**config.mk**
```make
export PLATFORM = sky130hd
export DESIGN_NAME = voice_mix_seq
export DESIGN_NICKNAME = d
export VERILOG_FILES = /design/src/rtl/voice_mix_seq.sv
export SDC_FILE = /design/constraint.sdc
export NUM_CORES = 1
export LEC_CHECK = 0
export CAP_MARGIN = 15
export CORE_MARGIN = 2
export CORE_UTILIZATION = 40
export CTS_BUF_LIST = sky130_fd_sc_hd__clkbuf_8
export DETAILED_ROUTE_END_ITERATION = 16
export DONT_BUFFER_PORTS = 1
export GPL_TIMING_DRIVEN = 1
export HOLD_SLACK_MARGIN = 0.03
export PLACE_DENSITY = 0.61
export SLEW_MARGIN = 20
export SYNTH_ARGS = -nofsm -noshare
export SYNTH_HDL_FRONTEND = slang
export SYNTH_SLANG_ARGS = --single-unit
```
**constraint.sdc**
```tcl
create_clock -name clk_i -period 4.8 [get_ports clk_i]
set_input_delay 1.2 -clock clk_i [delete_from_list [all_inputs] [get_ports clk_i]]
set_output_delay 1.2 -clock clk_i [all_outputs]
set_load 0.005 [all_outputs]
```
**src/rtl/voice_mix_seq.sv**
```systemverilog
`default_nettype none
// ==== voice_mix_seq : sequences voice x envelope and volume multiplies on a shared multiplier | rev 1.0 ====
module voice_mix_seq #(
  parameter int NUM_VOICES = 3,
  parameter int OUT_SHIFT  = 10
) (
  input  logic                     clk_i,
  input  logic                     rst_ni,
  input  logic                     sample_req_i,
  input  logic [NUM_VOICES*12-1:0] voice_wave_i,
  input  logic [NUM_VOICES*8-1:0]  voice_env_i,
  input  logic [NUM_VOICES-1:0]    voice_en_i,
  input  logic [3:0]               volume_i,
  output logic                     mult_start_o,
  output logic [23:0]              mult_op_a_o,
  output logic [15:0]              mult_op_b_o,
  input  logic                     mult_ready_i,
  input  logic [39:0]              mult_prod_i,
  output logic [15:0]              mix_o,
  output logic                     mix_valid_o,
  output logic                     busy_o,
  output logic                     overrun_o
);

  localparam int IW = 2;

  localparam logic [2:0] S_IDLE      = 3'd0;
  localparam logic [2:0] S_ISSUE     = 3'd1;
  localparam logic [2:0] S_WAIT      = 3'd2;
  localparam logic [2:0] S_VOL_ISSUE = 3'd3;
  localparam logic [2:0] S_VOL_WAIT  = 3'd4;

  logic [2:0]               state_q, state_d;
  logic [NUM_VOICES*12-1:0] sh_wave_q, sh_wave_d;
  logic [NUM_VOICES*8-1:0]  sh_env_q, sh_env_d;
  logic [NUM_VOICES-1:0]    sh_en_q, sh_en_d;
  logic [3:0]               sh_vol_q, sh_vol_d;
  logic [IW-1:0]            vidx_q, vidx_d;
  logic [21:0]              acc_q, acc_d;
  logic                     start_q, start_d;
  logic [23:0]              op_a_q, op_a_d;
  logic [15:0]              op_b_q, op_b_d;
  logic [15:0]              mix_q, mix_d;
  logic                     valid_q, valid_d;
  logic                     ovr_q, ovr_d;

  logic                     first_found;
  logic [IW-1:0]            first_idx;
  logic                     nxt_found;
  logic [IW-1:0]            nxt_idx;
  logic [21:0]              acc_sum;
  logic                     unused_prod;

  assign acc_sum     = acc_q + mult_prod_i[21:0];
  assign unused_prod = ^mult_prod_i[39:OUT_SHIFT+16];

  // Descending scan so the lowest qualifying voice index wins.
  always_comb begin
    first_found = 1'b0;
    first_idx   = '0;
    nxt_found   = 1'b0;
    nxt_idx     = '0;
    for (int v = NUM_VOICES - 1; v >= 0; v--) begin
      if (voice_en_i[v]) begin
        first_found = 1'b1;
        first_idx   = IW'(v);
      end
      if (sh_en_q[v] && (v > int'(vidx_q))) begin
        nxt_found = 1'b1;
        nxt_idx   = IW'(v);
      end
    end
  end

  always_comb begin
    state_d   = state_q;
    sh_wave_d = sh_wave_q;
    sh_env_d  = sh_env_q;
    sh_en_d   = sh_en_q;
    sh_vol_d  = sh_vol_q;
    vidx_d    = vidx_q;
    acc_d     = acc_q;
    start_d   = 1'b0;
    op_a_d    = op_a_q;
    op_b_d    = op_b_q;
    mix_d     = mix_q;
    valid_d   = 1'b0;
    ovr_d     = ovr_q | (sample_req_i & (state_q != S_IDLE));

    case (state_q)
      S_IDLE: begin
        if (sample_req_i) begin
          sh_wave_d = voice_wave_i;
          sh_env_d  = voice_env_i;
          sh_en_d   = voice_en_i;
          sh_vol_d  = volume_i;
          acc_d     = '0;
          start_d   = 1'b1;
          if (first_found) begin
            vidx_d  = first_idx;
            state_d = S_ISSUE;
            op_a_d  = {{12{voice_wave_i[12*int'(first_idx)+11]}},
                       voice_wave_i[12*int'(first_idx) +: 12]};
            op_b_d  = {8'd0, voice_env_i[8*int'(first_idx) +: 8]};
          end else begin
            state_d = S_VOL_ISSUE;
            op_a_d  = '0;
            op_b_d  = {12'd0, volume_i};
          end
        end
      end
      S_ISSUE: state_d = S_WAIT;
      S_WAIT: begin
        if (mult_ready_i) begin
          acc_d   = acc_sum;
          start_d = 1'b1;
          if (nxt_found) begin
            vidx_d  = nxt_idx;
            state_d = S_ISSUE;
            op_a_d  = {{12{sh_wave_q[12*int'(nxt_idx)+11]}},
                       sh_wave_q[12*int'(nxt_idx) +: 12]};
            op_b_d  = {8'd0, sh_env_q[8*int'(nxt_idx) +: 8]};
          end else begin
            state_d = S_VOL_ISSUE;
            op_a_d  = {{2{acc_sum[21]}}, acc_sum};
            op_b_d  = {12'd0, sh_vol_q};
          end
        end
      end
      S_VOL_ISSUE: state_d = S_VOL_WAIT;
      S_VOL_WAIT: begin
        if (mult_ready_i) begin
          mix_d   = mult_prod_i[OUT_SHIFT+15:OUT_SHIFT];
          valid_d = 1'b1;
          state_d = S_IDLE;
        end
      end
      default: state_d = S_IDLE;
    endcase
  end

  always_ff @(posedge clk_i) begin
    if (!rst_ni) begin
      state_q   <= S_IDLE;
      sh_wave_q <= '0;
      sh_env_q  <= '0;
      sh_en_q   <= '0;
      sh_vol_q  <= '0;
      vidx_q    <= '0;
      acc_q     <= '0;
      start_q   <= 1'b0;
      op_a_q    <= '0;
      op_b_q    <= '0;
      mix_q     <= '0;
      valid_q   <= 1'b0;
      ovr_q     <= 1'b0;
    end else begin
      state_q   <= state_d;
      sh_wave_q <= sh_wave_d;
      sh_env_q  <= sh_env_d;
      sh_en_q   <= sh_en_d;
      sh_vol_q  <= sh_vol_d;
      vidx_q    <= vidx_d;
      acc_q     <= acc_d;
      start_q   <= start_d;
      op_a_q    <= op_a_d;
      op_b_q    <= op_b_d;
      mix_q     <= mix_d;
      valid_q   <= valid_d;
      ovr_q     <= ovr_d;
    end
  end

  assign mult_start_o = start_q;
  assign mult_op_a_o  = op_a_q;
  assign mult_op_b_o  = op_b_q;
  assign mix_o        = mix_q;
  assign mix_valid_o  = valid_q;
  assign busy_o       = (state_q != S_IDLE);
  assign overrun_o    = ovr_q;

endmodule
`default_nettype wire

```
run_1/gates.png
Scale: 4 px per um.
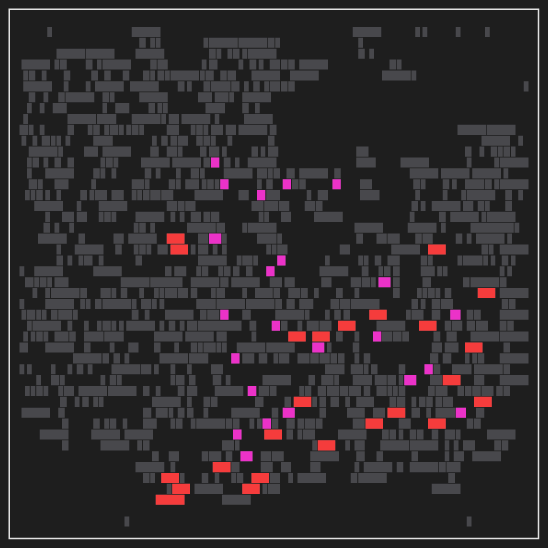
legend:
  magenta:
    family: and/or cells
    cells: 23
  red:
    family: fa/ha/maj cells
    cells: 24
most common cell after layout, fill and taps aside: nand2_1
share of cell area taken by multi-input logic gates: 0.536

run_1/pinout.png
Scale: 4 px per um. Pins as bars across the die edge, other pins in grey.
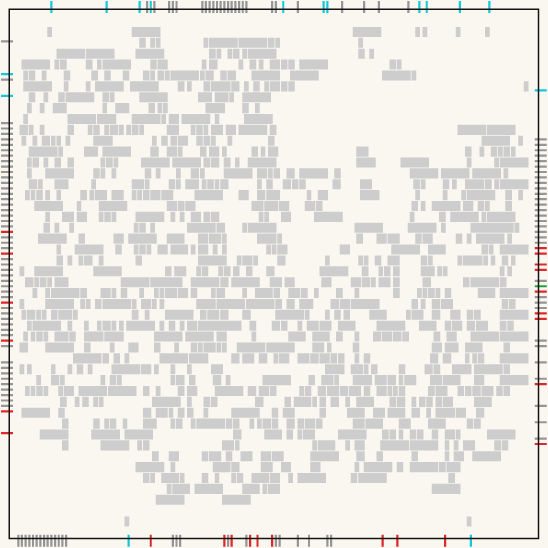
legend:
  red:
    port: `mult_op_a_o`
    pins: 24
    direction: output
    edge: 9 south, 9 east, 6 west
  cyan:
    port: `mult_op_b_o`
    pins: 16
    direction: output
    edge: 11 north, 2 south, 2 west, 1 east
  green:
    port: `mult_start_o`
    pins: 1
    direction: output
    edge: east
all pins by edge: 57 west, 42 east, 36 north, 36 south
horizontal die dimension: 132 um
Die Ht: 132 um
tally of buffers added on design ports: 0

==> report_table.html, run 1 <==
<h3>Flow metrics</h3>
<table>
<tr><th>Metric</th><th>Value</th></tr>
<tr><th colspan="2">Route</th></tr>
<tr><td>DR iter-0 viols</td><td>513</td></tr>
<tr><td>Detailed-route wire length per cell</td><td>18.8 um</td></tr>
<tr><td>Vias</td><td>6,088</td></tr>
<tr><td>Antenna violation net count after detailed routing</td><td>0</td></tr>
<tr><td>Wire length reported by the detailed router</td><td>20,100 um</td></tr>
<tr><td>Post-detailed-route DRC marker count</td><td>0</td></tr>
<tr><td>Via count normalized by instance count</td><td>between 5 and 6</td></tr>
<tr><td>Count of TritonRoute iterations in the first routing pass</td><td>6</td></tr>
<tr><th colspan="2">Yosys</th></tr>
<tr><td>Yosys stat chip area</td><td>0.00655 mm2</td></tr>
<tr><td>Post-synthesis sequential element count</td><td>122</td></tr>
<tr><td>Synth area leaders</td><td>dfxtp_1 (37%), nand2_1 (11%), a21oi_1 (9.7%), ha_1 (4.4%), o21ai_0 (3.4%)</td></tr>
<tr><td>Share of flip-flops with an asynchronous set or reset</td><td>0</td></tr>
<tr><td>Seq/Total Area, Yosys</td><td>0.373</td></tr>
<tr><td>Netlist area before placement</td><td>0.00655 mm2</td></tr>
<tr><td>Number of synthesized flops with an enable pin</td><td>0</td></tr>
<tr><td>Avg Cell Area, Syn</td><td>7.43 um2</td></tr>
<tr><td>Yosys synthesis warning count</td><td>0</td></tr>
<tr><td>Main flop type after synthesis</td><td>dfxtp_1</td></tr>
<tr><td>Number of cells in Yosys stat</td><td>882</td></tr>
<tr><td>Top-area cell type share of the netlist area</td><td>0.373</td></tr>
<tr><td>Post-Synthesis Cells</td><td>a little under 900</td></tr>
<tr><th colspan="2">Finish</th></tr>
<tr><td>Diodes inserted</td><td>0</td></tr>
<tr><td>Signed area change from the synthesized netlist to the final layout</td><td>6.46%</td></tr>
<tr><td>Top cells excl fill/tap</td><td>nand2_1 (200), a21oi_1 (127), dfxtp_1 (122)</td></tr>
<tr><td>Total Nets Final</td><td>approximately 980</td></tr>
<tr><td>Share of layout cells above drive strength 1</td><td>0.0656</td></tr>
<tr><th colspan="2">Worst setup path</th></tr>
<tr><td>Slowest stage cell on the critical path</td><td>mux4_2</td></tr>
<tr><td>FF-to-FF Start</td><td>state_q[1]</td></tr>
<tr><td>Arrival time at the worst endpoint</td><td>3.78 ns</td></tr>
<tr><td>Worst endpoint required time</td><td>around 5.1 ns</td></tr>
<tr><td>Depth of the worst register-to-register path</td><td>6</td></tr>
<tr><td>Kind of launch point of the worst setup path</td><td>input port</td></tr>
<tr><td>First element of the critical path</td><td>voice_en_i[0]</td></tr>
<tr><td>Largest fanout on the critical path</td><td>11</td></tr>
<tr><td>Largest stage delay on the critical path</td><td>~0.50 ns</td></tr>
<tr><td>Critical Setup Path Class</td><td>in -&gt; reg</td></tr>
<tr><td>Critical Path Sink Type</td><td>flop</td></tr>
<tr><th colspan="2">Timing</th></tr>
<tr><td>Post-layout period usage of the worst path</td><td>0.718</td></tr>
<tr><td>Normalized max-slew margin</td><td>0.395</td></tr>
<tr><td>Final number of max-transition violations</td><td>0</td></tr>
<tr><td>Transition time at the pin with the least slew margin</td><td>0.907 ns</td></tr>
<tr><td>Fin crit period</td><td>3.45 ns</td></tr>
<tr><td>Setup repair after global routing missed its margin</td><td>false</td></tr>
<tr><td>Maximum clock skew at final layout</td><td>0.00829 ns</td></tr>
<tr><td>Hold slack</td><td>0.453 ns</td></tr>
<tr><td>Final number of setup-violating endpoints</td><td>0</td></tr>
<tr><th colspan="2">Clock network</th></tr>
<tr><td>H-tree Lvls</td><td>4</td></tr>
<tr><td>Clock Sink Count</td><td>122</td></tr>
<tr><td>Quantity of gates resized following cts</td><td>0</td></tr>
<tr><td>Quantity of hold-fixing buffers added after cts</td><td>0</td></tr>
<tr><td>Root Driver</td><td>clkbuf_8</td></tr>
<tr><td>TritonCTS buffer count</td><td>17</td></tr>
<tr><td>Clock-pin slew on the worst setup and hold paths</td><td>0.08 ns</td></tr>
<tr><th colspan="2">Worst hold path</th></tr>
<tr><td>Path class of the lowest-slack min-delay path</td><td>reg -&gt; reg</td></tr>
<tr><td>Worst hold stages</td><td>2</td></tr>
<tr><th colspan="2">Placement</th></tr>
<tr><td>Final GP Congestion</td><td>0.859</td></tr>
<tr><td>Half-perimeter wire length of the detailed placement result</td><td>13,900 um</td></tr>
<tr><th colspan="2">Pwr</th></tr>
<tr><td>Leakage dissipation</td><td>2.55 nW</td></tr>
<tr><td>Ratio of total power to cell area</td><td>370 mW/mm2</td></tr>
<tr><td>Overall Power</td><td>2.58 mW</td></tr>
<tr><td>Peak ir drop on the vdd network</td><td>238 uV</td></tr>
<tr><th colspan="2">Run</th></tr>
<tr><td>Number of warnings in the stage logs</td><td>41</td></tr>
<tr><td>Number of violations of the max-capacitance limit</td><td>0</td></tr>
<tr><th colspan="2">Global route</th></tr>
<tr><td>Total global routing track utilization</td><td>0.226</td></tr>
<tr><td>Total global routing overflow</td><td>0</td></tr>
<tr><th colspan="2">Run status</th></tr>
<tr><td>Status</td><td>completed</td></tr>
<tr><th colspan="2">Floorplanning</th></tr>
<tr><td>Die footprint</td><td>between 0.015 and 0.02 mm2</td></tr>
</table>
run_1/port_trees.png
Scale: 2 px per um.
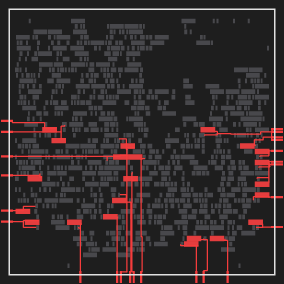
legend:
  red:
    port: `mult_op_a_o`
    bits: 24
    direction: output
    edge: 9 south, 9 east, 6 west
    end_cells: 22
    buffers: 0
    wire: 658 um
IO Count: 171

## run 1: per-stage QoR
stage                     setup WS [ns]  instance area [um2]  instances  utilization
after global placement            0.972                 6590       1038        0.413
after detailed placement          0.935                 6590       1038        0.413
final                              1.35                 6970       1070        0.437
after global routing               1.19                 6970       1070        0.437
after floorplan                   0.756                 6580        889            -
after CTS                          1.41                 6970       1070        0.437
## run 1: path summary, 6_finish.rpt
path,to
setup reg to reg,mult_op_a_o[8]
hold reg to reg,mult_op_b_o[5]
hold / removal,mult_op_b_o[5]
setup / recovery,mult_op_a_o[22]
## run 1: kinds of logic after synthesis
family                     after synthesis  synth area share
other                                    1          0.000573
and+or+nand+nor                        351             0.235
muxes                                    5           0.00955
AOI/OAI and AO/OA                      272             0.252
adders and majority gates               24            0.0470
buffers and inverters                   91            0.0621
DFF                                    122             0.373
xor gates and xnor gates                16            0.0214
## run 1: routing by layer
metal  wire, um  track usage  vias up
li1           -            -     3007
met1       8670        0.281     2822
met2       9040        0.361      233
met3       1970       0.0861       26
met4        428       0.0755        0
met5          0            0        -
## run 1: state kept, by name, indices dropped and copies added (netlist names)
name / flops
mix_o: 16
mult_start_o: 1
mult_op_a_o: 22
sh_env_q: 16
vidx_q: 2
overrun_o: 1
acc_q: 22
sh_vol_q: 4
state_q: 3
mix_valid_o: 1
mult_op_b_o: 8
sh_en_q: 2
sh_wave_q: 24
## run 1: synthesized netlist by cell type (all sizes together), types with 4 or more instances
cell type  number
nand2         200
a21oi         127
dfxtp         122
nor2           58
clkbuf         53
o21ai          45
buf            26
nand3          25
ha             23
a22oi          18
a31oi          17
nand4          14
nor3           12
inv            10
a221o           9
xor2            9
o211ai          8
a21o            7
and2            7
o221ai          7
o22ai           7
xnor2           7
nand2b          6
nor2b           6
or3             5
a211oi          4
and4            4
mux2i           4
## run 1: worst max-delay path, delay by kind of cell
kind	cells	cell delay, ns
AOI/OAI and AO/OA	3	0.59
and+or+nand+nor	3	0.64
adders and majority gates	1	0.32
buffers and inverters	3	0.53
muxes	1	0.50
## run 1: power breakdown
part	leakage [nW]	internal, mW	switching [mW]
registers	0.998	1.10	0.0659
clock network	0.190	0.460	0.449
logic	1.36	0.173	0.330
total	2.55	1.74	0.845
## run 1: layout make-up
type                            count  area, um2  share of cell area
Multi-Input combinational cell    676       3730               0.536
Sequential cell                   122       2440               0.350
Tap cell                          216        270              0.0388
Clock buffer                       17        234              0.0336
Clock inverter                     15        153              0.0219
Timing Repair Buffer               12       90.1              0.0129
Inverter                           12       48.8             0.00700
==> run 1 -> run 2 <==
--- a/config.mk
+++ b/config.mk
@@ -13,7 +13,7 @@
 export DONT_BUFFER_PORTS = 1
 export GPL_TIMING_DRIVEN = 1
 export HOLD_SLACK_MARGIN = 0.03
-export PLACE_DENSITY = 0.61
+export PLACE_DENSITY = 0.63
 export SLEW_MARGIN = 20
 export SYNTH_ARGS = -nofsm -noshare
 export SYNTH_HDL_FRONTEND = slang
==> constraint.sdc (replaced) <==
create_clock -name clk_i -period 2.84 [get_ports clk_i]
set_input_delay 0.71 -clock clk_i [delete_from_list [all_inputs] [get_ports clk_i]]
set_output_delay 0.71 -clock clk_i [all_outputs]
set_load 0.005 [all_outputs]
run_2/sizing.png
Scale: 4 px per um.
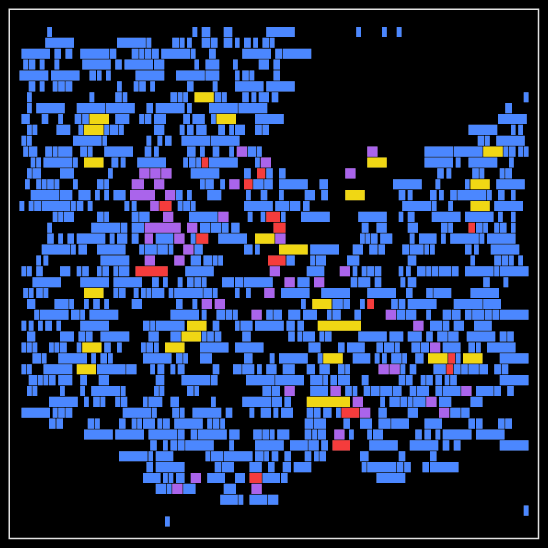
legend:
  yellow:
    size: x6 and larger
    cells: 24
    most_used: clkbuf_8
  red:
    size: x2
    cells: 16
    most_used: clkinv_2
  blue:
    size: x1 and smaller
    cells: 792
    most_used: nand2_1
  purple:
    size: x3 and x4
    cells: 47
    most_used: buf_4
signed area change from the synthesized netlist to the final layout: 10.4%
post-route cell area: 0.00723 mm2

run_2/pinout.png
Scale: 4 px per um. Pins as bars across the die edge, other pins in grey.
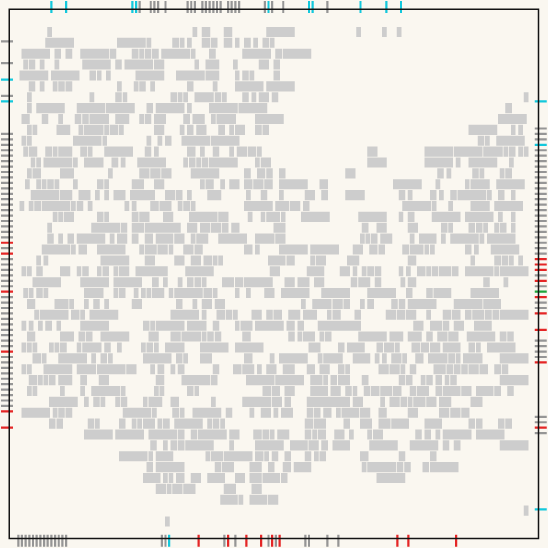
legend:
  red:
    port: `mult_op_a_o`
    pins: 24
    direction: output
    edge: 9 south, 9 east, 6 west
  green:
    port: `mult_start_o`
    pins: 1
    direction: output
    edge: east
  cyan:
    port: `mult_op_b_o`
    pins: 16
    direction: output
    edge: 10 north, 3 east, 2 west, 1 south
all pins by edge: 58 west, 47 east, 34 south, 32 north

run_2/gates.png
Scale: 4 px per um.
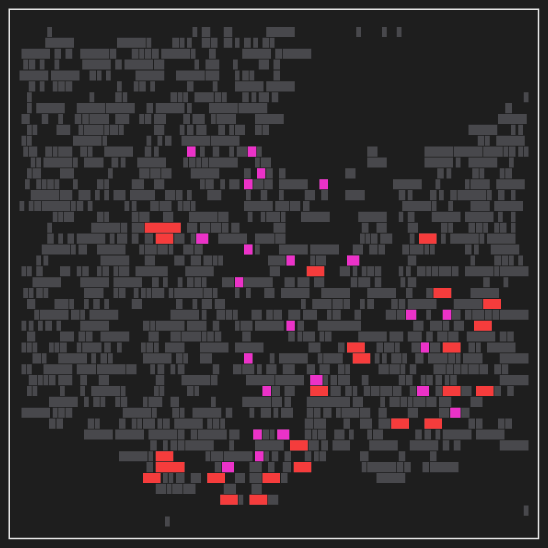
legend:
  red:
    family: fa/ha/maj cells
    cells: 24
  magenta:
    family: and/or cells
    cells: 23
post-route non-filler standard cell count: 1,095
share of cell area taken by multi-input logic gates: 0.520

==> report_table.html, run 2 <==
<h3>Flow metrics</h3>
<table>
<tr><th>Metric</th><th>Value</th></tr>
<tr><th colspan="2">Pwr</th></tr>
<tr><td>Leakage dissipation</td><td>2.69 nW</td></tr>
<tr><td>Peak ir drop on the vdd network</td><td>314 uV</td></tr>
<tr><th colspan="2">Worst setup path</th></tr>
<tr><td>Critical Path Sink Type</td><td>flop</td></tr>
<tr><td>FF-to-FF Start</td><td>acc_q[0]</td></tr>
<tr><td>Critical path buffer and inverter count</td><td>1</td></tr>
<tr><td>Slowest stage cell on the critical path</td><td>or4_1</td></tr>
<tr><td>Depth of the worst register-to-register path</td><td>10</td></tr>
<tr><td>Arrival time at the worst endpoint</td><td>around 2.9 ns</td></tr>
<tr><td>Largest fanout on the critical path</td><td>4</td></tr>
<tr><td>Reg-to-reg endpoint</td><td>acc_q[20]</td></tr>
<tr><td>Kind of launch point of the worst setup path</td><td>flop</td></tr>
<tr><td>Critical Setup Path Class</td><td>reg -&gt; reg</td></tr>
<tr><th colspan="2">Route</th></tr>
<tr><td>Vias</td><td>6,194</td></tr>
<tr><td>Antenna violation net count after detailed routing</td><td>0</td></tr>
<tr><td>Detailed-route wire length per cell</td><td>18.0 um</td></tr>
<tr><td>DR iter-0 viols</td><td>455</td></tr>
<tr><td>Count of TritonRoute iterations in the first routing pass</td><td>5</td></tr>
<tr><th colspan="2">Yosys</th></tr>
<tr><td>Seq/Total Area, Yosys</td><td>0.373</td></tr>
<tr><td>Cell types with the highest counts after synthesis</td><td>nand2_1 (200), a21oi_1 (127), dfxtp_1 (122)</td></tr>
<tr><td>Yosys stat chip area</td><td>0.00655 mm2</td></tr>
<tr><td>Count leader, synth</td><td>nand2_1</td></tr>
<tr><td>Netlist area before placement</td><td>0.00655 mm2</td></tr>
<tr><td>Top-area cell type share of the netlist area</td><td>0.373</td></tr>
<tr><td>Avg Cell Area, Syn</td><td>roughly 7.4 um2</td></tr>
<tr><td>Main flop type after synthesis</td><td>dfxtp_1</td></tr>
<tr><td>Number of cells in Yosys stat</td><td>882</td></tr>
<tr><td>Synth area leaders</td><td>dfxtp_1 (37%), nand2_1 (11%), a21oi_1 (9.7%), ha_1 (4.4%), o21ai_0 (3.4%)</td></tr>
<tr><td>Yosys synthesis warning count</td><td>0</td></tr>
<tr><td>Post-synthesis sequential element count</td><td>122</td></tr>
<tr><th colspan="2">Timing</th></tr>
<tr><td>Maximum clock skew at final layout</td><td>approximately 0.011 ns</td></tr>
<tr><td>Fin crit period</td><td>2.50 ns</td></tr>
<tr><td>Final number of max-transition violations</td><td>0</td></tr>
<tr><td>Hold slack</td><td>0.394 ns</td></tr>
<tr><td>Post-layout period usage of the worst path</td><td>0.879</td></tr>
<tr><th colspan="2">Clock network</th></tr>
<tr><td>Quantity of hold-fixing buffers added after cts</td><td>0</td></tr>
<tr><td>H-tree Lvls</td><td>4</td></tr>
<tr><td>Quantity of gates resized following cts</td><td>0</td></tr>
<tr><td>Root Driver</td><td>clkbuf_8</td></tr>
<tr><td>Clock Sink Count</td><td>122</td></tr>
<tr><td>Clock-pin slew on the worst setup and hold paths</td><td>0.07 ns</td></tr>
<tr><th colspan="2">Floorplanning</th></tr>
<tr><td>Die Ht</td><td>132 um</td></tr>
<tr><td>Horizontal die dimension</td><td>132 um</td></tr>
<tr><td>Die footprint</td><td>0.0174 mm2</td></tr>
<tr><th colspan="2">Finish</th></tr>
<tr><td>Total Nets Final</td><td>1,004</td></tr>
<tr><td>Diodes inserted</td><td>0</td></tr>
<tr><td>Largest register FFs</td><td>24</td></tr>
<tr><td>Share of layout cells above drive strength 1</td><td>0.0990</td></tr>
<tr><th colspan="2">Global route</th></tr>
<tr><td>Total global routing track utilization</td><td>0.221</td></tr>
<tr><th colspan="2">Run status</th></tr>
<tr><td>Status</td><td>completed</td></tr>
<tr><th colspan="2">Placement</th></tr>
<tr><td>Half-perimeter wire length of the detailed placement result</td><td>about 14,000 um</td></tr>
<tr><th colspan="2">Worst hold path</th></tr>
<tr><td>Worst hold stages</td><td>1</td></tr>
<tr><td>Endpoint with the worst hold slack</td><td>acc_q[5]</td></tr>
<tr><th colspan="2">Run</th></tr>
<tr><td>Number of violations of the max-capacitance limit</td><td>0</td></tr>
</table>
## run 2: netlist changes by cell type in the layout (fill, tap and decap cells not counted), sizes merged
| cell | delta |
|---|---|
| buf | +28 |
| clkbuf | +4 |
| inv | -4 |
| clkinv | -2 |
| clkinvlp | -1 |
## run 2: how the worst max path moves through the flow
stage,start,to
3_5_place_dp,voice_en_i[0],mult_op_a_o[22]
3_3_place_gp,voice_en_i[0],mult_op_a_o[22]
2_1_floorplan,voice_en_i[1],mult_op_a_o[22]
6_report,acc_q[0],acc_q[20]
5_1_grt,acc_q[0],acc_q[18]
4_1_cts,acc_q[0],acc_q[20]
## run 2: cells by family (layout without fill, tap and decap cells)
family,Yosys count,count (layout),share of synthesized area
AND/OR/NAND/NOR,351,351,0.235
adder cells (fa/ha/maj),24,24,0.0470
flip-flops,122,122,0.373
multiplexers,5,5,0.00955
buffers and inverters,91,81,0.0621
other,1,8,0.000573
XOR/XNOR,16,16,0.0214
AND-OR/OR-AND,272,272,0.252
## run 2: layout make-up
type	instances	area [um2]	area share
sequential	122	2440	0.338
clock buffer	21	289	0.0400
clock inverter	8	95.1	0.0132
multi-input combinational	676	3760	0.520
inverter	12	60.1	0.00831
tap	216	270	0.0374
timing repair buffer	40	313	0.0433
## run 2: through the flow
stage          utilization  TNS, ns  worst slack [ns]  instance area (um2)  instances
4_1_cts              0.453        0             0.348                 7230       1095
6_report             0.453        0             0.344                 7230       1095
2_1_floorplan            -   -0.930            -0.240                 6630        889
3_5_place_dp         0.429  -0.0250           -0.0250                 6850       1066
3_3_place_gp         0.429        0           0.00443                 6850       1066
5_1_grt              0.453        0            0.0495                 7230       1095
## run 2: per-layer routing
layer / part of all wire / global-route usage / vias to the layer above
met5: 0 / 0 / -
met4: 0.013 / 0.0574 / 0
met3: 0.10 / 0.0861 / 18
met2: 0.46 / 0.356 / 236
met1: 0.42 / 0.278 / 2870
li1: - / - / 3070
## run 2: where the power goes
| part | internal [mW] | switching, mW | total, mW |
|---|---|---|---|
| sequential | 1.86 | 0.112 | 1.98 |
| combinational | 0.331 | 0.565 | 0.896 |
| clock | 0.851 | 0.682 | 1.53 |
==> run 2 -> run 3 <==
--- a/config.mk
+++ b/config.mk
@@ -6,6 +6,8 @@
 export NUM_CORES = 1
 export LEC_CHECK = 0
 export CAP_MARGIN = 15
+export CELL_PAD_IN_SITES_DETAIL_PLACEMENT = 1
+export CELL_PAD_IN_SITES_GLOBAL_PLACEMENT = 1
 export CORE_MARGIN = 2
 export CORE_UTILIZATION = 40
 export CTS_BUF_LIST = sky130_fd_sc_hd__clkbuf_8
@@ -13,7 +15,7 @@
 export DONT_BUFFER_PORTS = 1
 export GPL_TIMING_DRIVEN = 1
 export HOLD_SLACK_MARGIN = 0.03
-export PLACE_DENSITY = 0.63
+export PLACE_DENSITY = 0.81
 export SLEW_MARGIN = 20
 export SYNTH_ARGS = -nofsm -noshare
 export SYNTH_HDL_FRONTEND = slang
run_3/pinout.png
Scale: 4 px per um. Pins as bars across the die edge, other pins in grey.
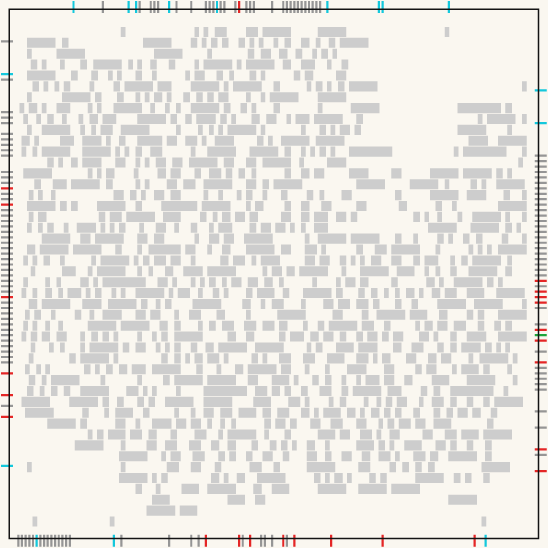
legend:
  green:
    port: `mult_start_o`
    pins: 1
    direction: output
    edge: east
  red:
    port: `mult_op_a_o`
    pins: 24
    direction: output
    edge: 9 east, 8 south, 6 west, 1 north
  cyan:
    port: `mult_op_b_o`
    pins: 16
    direction: output
    edge: 9 north, 3 south, 2 east, 2 west

run_3/sizing.png
Scale: 4 px per um.
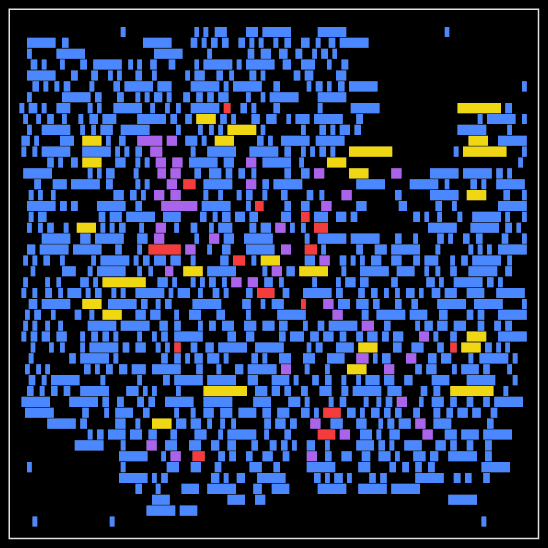
legend:
  blue:
    size: x1 and smaller
    cells: 794
    most_used: nand2_1
  purple:
    size: x3 and x4
    cells: 44
    most_used: buf_4
  red:
    size: x2
    cells: 15
    most_used: clkinv_2
  yellow:
    size: x6 and larger
    cells: 26
    most_used: clkbuf_8
signed area change from the synthesized netlist to the final layout: 11.6%
smallest setup slack after layout: 0.288 ns

run_3/port_trees.png
Scale: 2 px per um.
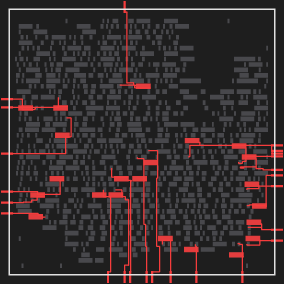
legend:
  red:
    port: `mult_op_a_o`
    bits: 24
    direction: output
    edge: 9 east, 8 south, 6 west, 1 north
    end_cells: 22
    buffers: 0
    wire: 766 um

==> report_table.html, run 3 <==
<h3>Flow metrics</h3>
<table>
<tr><th>Metric</th><th>Value</th></tr>
<tr><th colspan="2">Finish</th></tr>
<tr><td>Most common cell after layout, fill and taps aside</td><td>nand2_1</td></tr>
<tr><td>Post-route non-filler standard cell count</td><td>1,095</td></tr>
<tr><td>Share of layout cells above drive strength 1</td><td>0.0967</td></tr>
<tr><td>Post-route cell area</td><td>0.00731 mm2</td></tr>
<tr><td>Top cells excl fill/tap</td><td>nand2_1 (200), a21oi_1 (127), dfxtp_1 (122)</td></tr>
<tr><td>Register ranked first by flip-flop count</td><td>sh_wave_q</td></tr>
<tr><td>Diodes inserted</td><td>0</td></tr>
<tr><td>Largest register FFs</td><td>24</td></tr>
<tr><th colspan="2">Yosys</th></tr>
<tr><td>Share of flip-flops with an asynchronous set or reset</td><td>0</td></tr>
<tr><td>Main flop type after synthesis</td><td>dfxtp_1</td></tr>
<tr><td>Netlist area before placement</td><td>0.00655 mm2</td></tr>
<tr><td>Avg Cell Area, Syn</td><td>7.43 um2</td></tr>
<tr><td>Post-Synthesis Cells</td><td>882</td></tr>
<tr><td>Post-synthesis sequential element count</td><td>between 100 and 150</td></tr>
<tr><td>Number of synthesized flops with an enable pin</td><td>0</td></tr>
<tr><th colspan="2">Placement</th></tr>
<tr><td>Tally of buffers added on design ports</td><td>0</td></tr>
<tr><td>Inst Count DP</td><td>1,063</td></tr>
<tr><td>Placement Cell Area</td><td>0.00683 mm2</td></tr>
<tr><th colspan="2">Route</th></tr>
<tr><td>Post-detailed-route DRC marker count</td><td>0</td></tr>
<tr><td>Count of TritonRoute iterations in the first routing pass</td><td>4</td></tr>
<tr><td>Antenna violation net count after detailed routing</td><td>0</td></tr>
<tr><td>Vias</td><td>roughly 6,400</td></tr>
<tr><td>DR iter-0 viols</td><td>~400</td></tr>
<tr><td>Via count normalized by instance count</td><td>5.82</td></tr>
<tr><td>Detailed-route wire length per cell</td><td>19.7 um</td></tr>
<tr><td>Wire length reported by the detailed router</td><td>21,600 um</td></tr>
<tr><th colspan="2">Floorplanning</th></tr>
<tr><td>Die Ht</td><td>132 um</td></tr>
<tr><td>Die footprint</td><td>around 0.017 mm2</td></tr>
<tr><th colspan="2">Pwr</th></tr>
<tr><td>Ratio of total power to cell area</td><td>roughly 650 mW/mm2</td></tr>
<tr><td>Peak ir drop on the vdd network</td><td>388 uV</td></tr>
<tr><td>Leakage dissipation</td><td>2.73 nW</td></tr>
<tr><th colspan="2">Clock network</th></tr>
<tr><td>TritonCTS buffer count</td><td>17</td></tr>
<tr><td>Clock-pin slew on the worst setup and hold paths</td><td>~0.08 ns</td></tr>
<tr><td>H-tree Lvls</td><td>4</td></tr>
<tr><td>Root Driver</td><td>clkbuf_8</td></tr>
<tr><td>Clock Sink Count</td><td>122</td></tr>
<tr><th colspan="2">Worst setup path</th></tr>
<tr><td>Arrival time at the worst endpoint</td><td>2.95 ns</td></tr>
<tr><td>Critical path buffer and inverter count</td><td>1</td></tr>
<tr><td>Worst endpoint required time</td><td>3.24 ns</td></tr>
<tr><td>Family of cells with the greatest summed delay on the critical path</td><td>simple AND/OR/NAND/NOR gates</td></tr>
<tr><td>Largest stage delay on the critical path</td><td>0.40 ns</td></tr>
<tr><td>Kind of launch point of the worst setup path</td><td>flop</td></tr>
<tr><td>Critical Path Sink Type</td><td>flop</td></tr>
<tr><td>Critical Setup Path Class</td><td>reg -&gt; reg</td></tr>
<tr><th colspan="2">Timing</th></tr>
<tr><td>Maximum clock skew at final layout</td><td>0.0113 ns</td></tr>
<tr><td>Normalized max-slew margin</td><td>0.544</td></tr>
<tr><td>Post-layout period usage of the worst path</td><td>0.899</td></tr>
<tr><td>Transition time at the pin with the least slew margin</td><td>0.682 ns</td></tr>
<tr><td>Final number of setup-violating endpoints</td><td>0</td></tr>
<tr><th colspan="2">Run status</th></tr>
<tr><td>Status</td><td>completed</td></tr>
<tr><th colspan="2">Worst hold path</th></tr>
<tr><td>Path class of the lowest-slack min-delay path</td><td>in -&gt; reg</td></tr>
<tr><th colspan="2">Run</th></tr>
<tr><td>Number of warnings in the stage logs</td><td>around 42</td></tr>
<tr><th colspan="2">Global route</th></tr>
<tr><td>Total global routing track utilization</td><td>0.251</td></tr>
</table>
## run 3: cell counts after synthesis
No cell type changed its count.
## run 3: worst paths after layout
| path | start | end | slack (ns) | cells past startpoint |
|---|---|---|---|---|
| min | volume_i[2] | sh_vol_q[2] | 0.38 | 2 |
| min reg2reg | sh_env_q[15] | mult_op_b_o[7] | 0.45 | 2 |
| max reg2reg | acc_q[0] | acc_q[20] | 0.29 | 10 |
| max | acc_q[0] | acc_q[20] | 0.29 | 10 |
## run 3: report_power, final
part	switching, mW	total [mW]	internal [mW]
Combinational	0.581	0.917	0.335
Clock	0.737	1.88	1.15
Sequential	0.115	1.98	1.86
Total	1.43	4.78	3.35
## run 3: final cells by class
class | instances | share of cell area
Clock buffer | 18 | 0.0339
Clock inverter | 14 | 0.0312
Inverter | 12 | 0.00805
Multi-Input combinational cell | 676 | 0.514
Sequential cell | 122 | 0.334
Tap cell | 216 | 0.0370
Timing Repair Buffer | 37 | 0.0414
## run 3: cells by family (layout without fill, tap and decap cells)
family / after synthesis / in the layout / share of synthesized area
XOR/XNOR: 16 / 16 / 0.0214
other: 1 / 8 / 0.000573
AND/OR/NAND/NOR: 351 / 351 / 0.235
adder cells (fa/ha/maj): 24 / 24 / 0.0470
multiplexers: 5 / 5 / 0.00955
buffers and inverters: 91 / 81 / 0.0621
AND-OR/OR-AND: 272 / 272 / 0.252
flip-flops: 122 / 122 / 0.373
## run 3: routing by layer
| layer | track usage | part of all wire |
|---|---|---|
| met1 | 0.306 | 0.43 |
| met2 | 0.409 | 0.48 |
| met3 | 0.0865 | 0.073 |
| met4 | 0.0930 | 0.022 |
| met5 | 0 | 0 |
## run 3: metrics by stage
stage                     TNS [ns]  worst slack, ns   util  total power [mW]  hold WS [ns]
final                            0            0.288  0.458              4.78         0.383
after global routing             0           0.0505  0.458              5.02         0.362
after CTS                        0            0.287  0.458              4.81         0.356
after detailed placement   -0.0931          -0.0528  0.429              2.93         0.448
after global placement     -0.0120          -0.0120  0.429              2.90         0.439
after floorplan             -0.930           -0.240      -              2.66         0.432
Power and IR drop assume default switching activity.
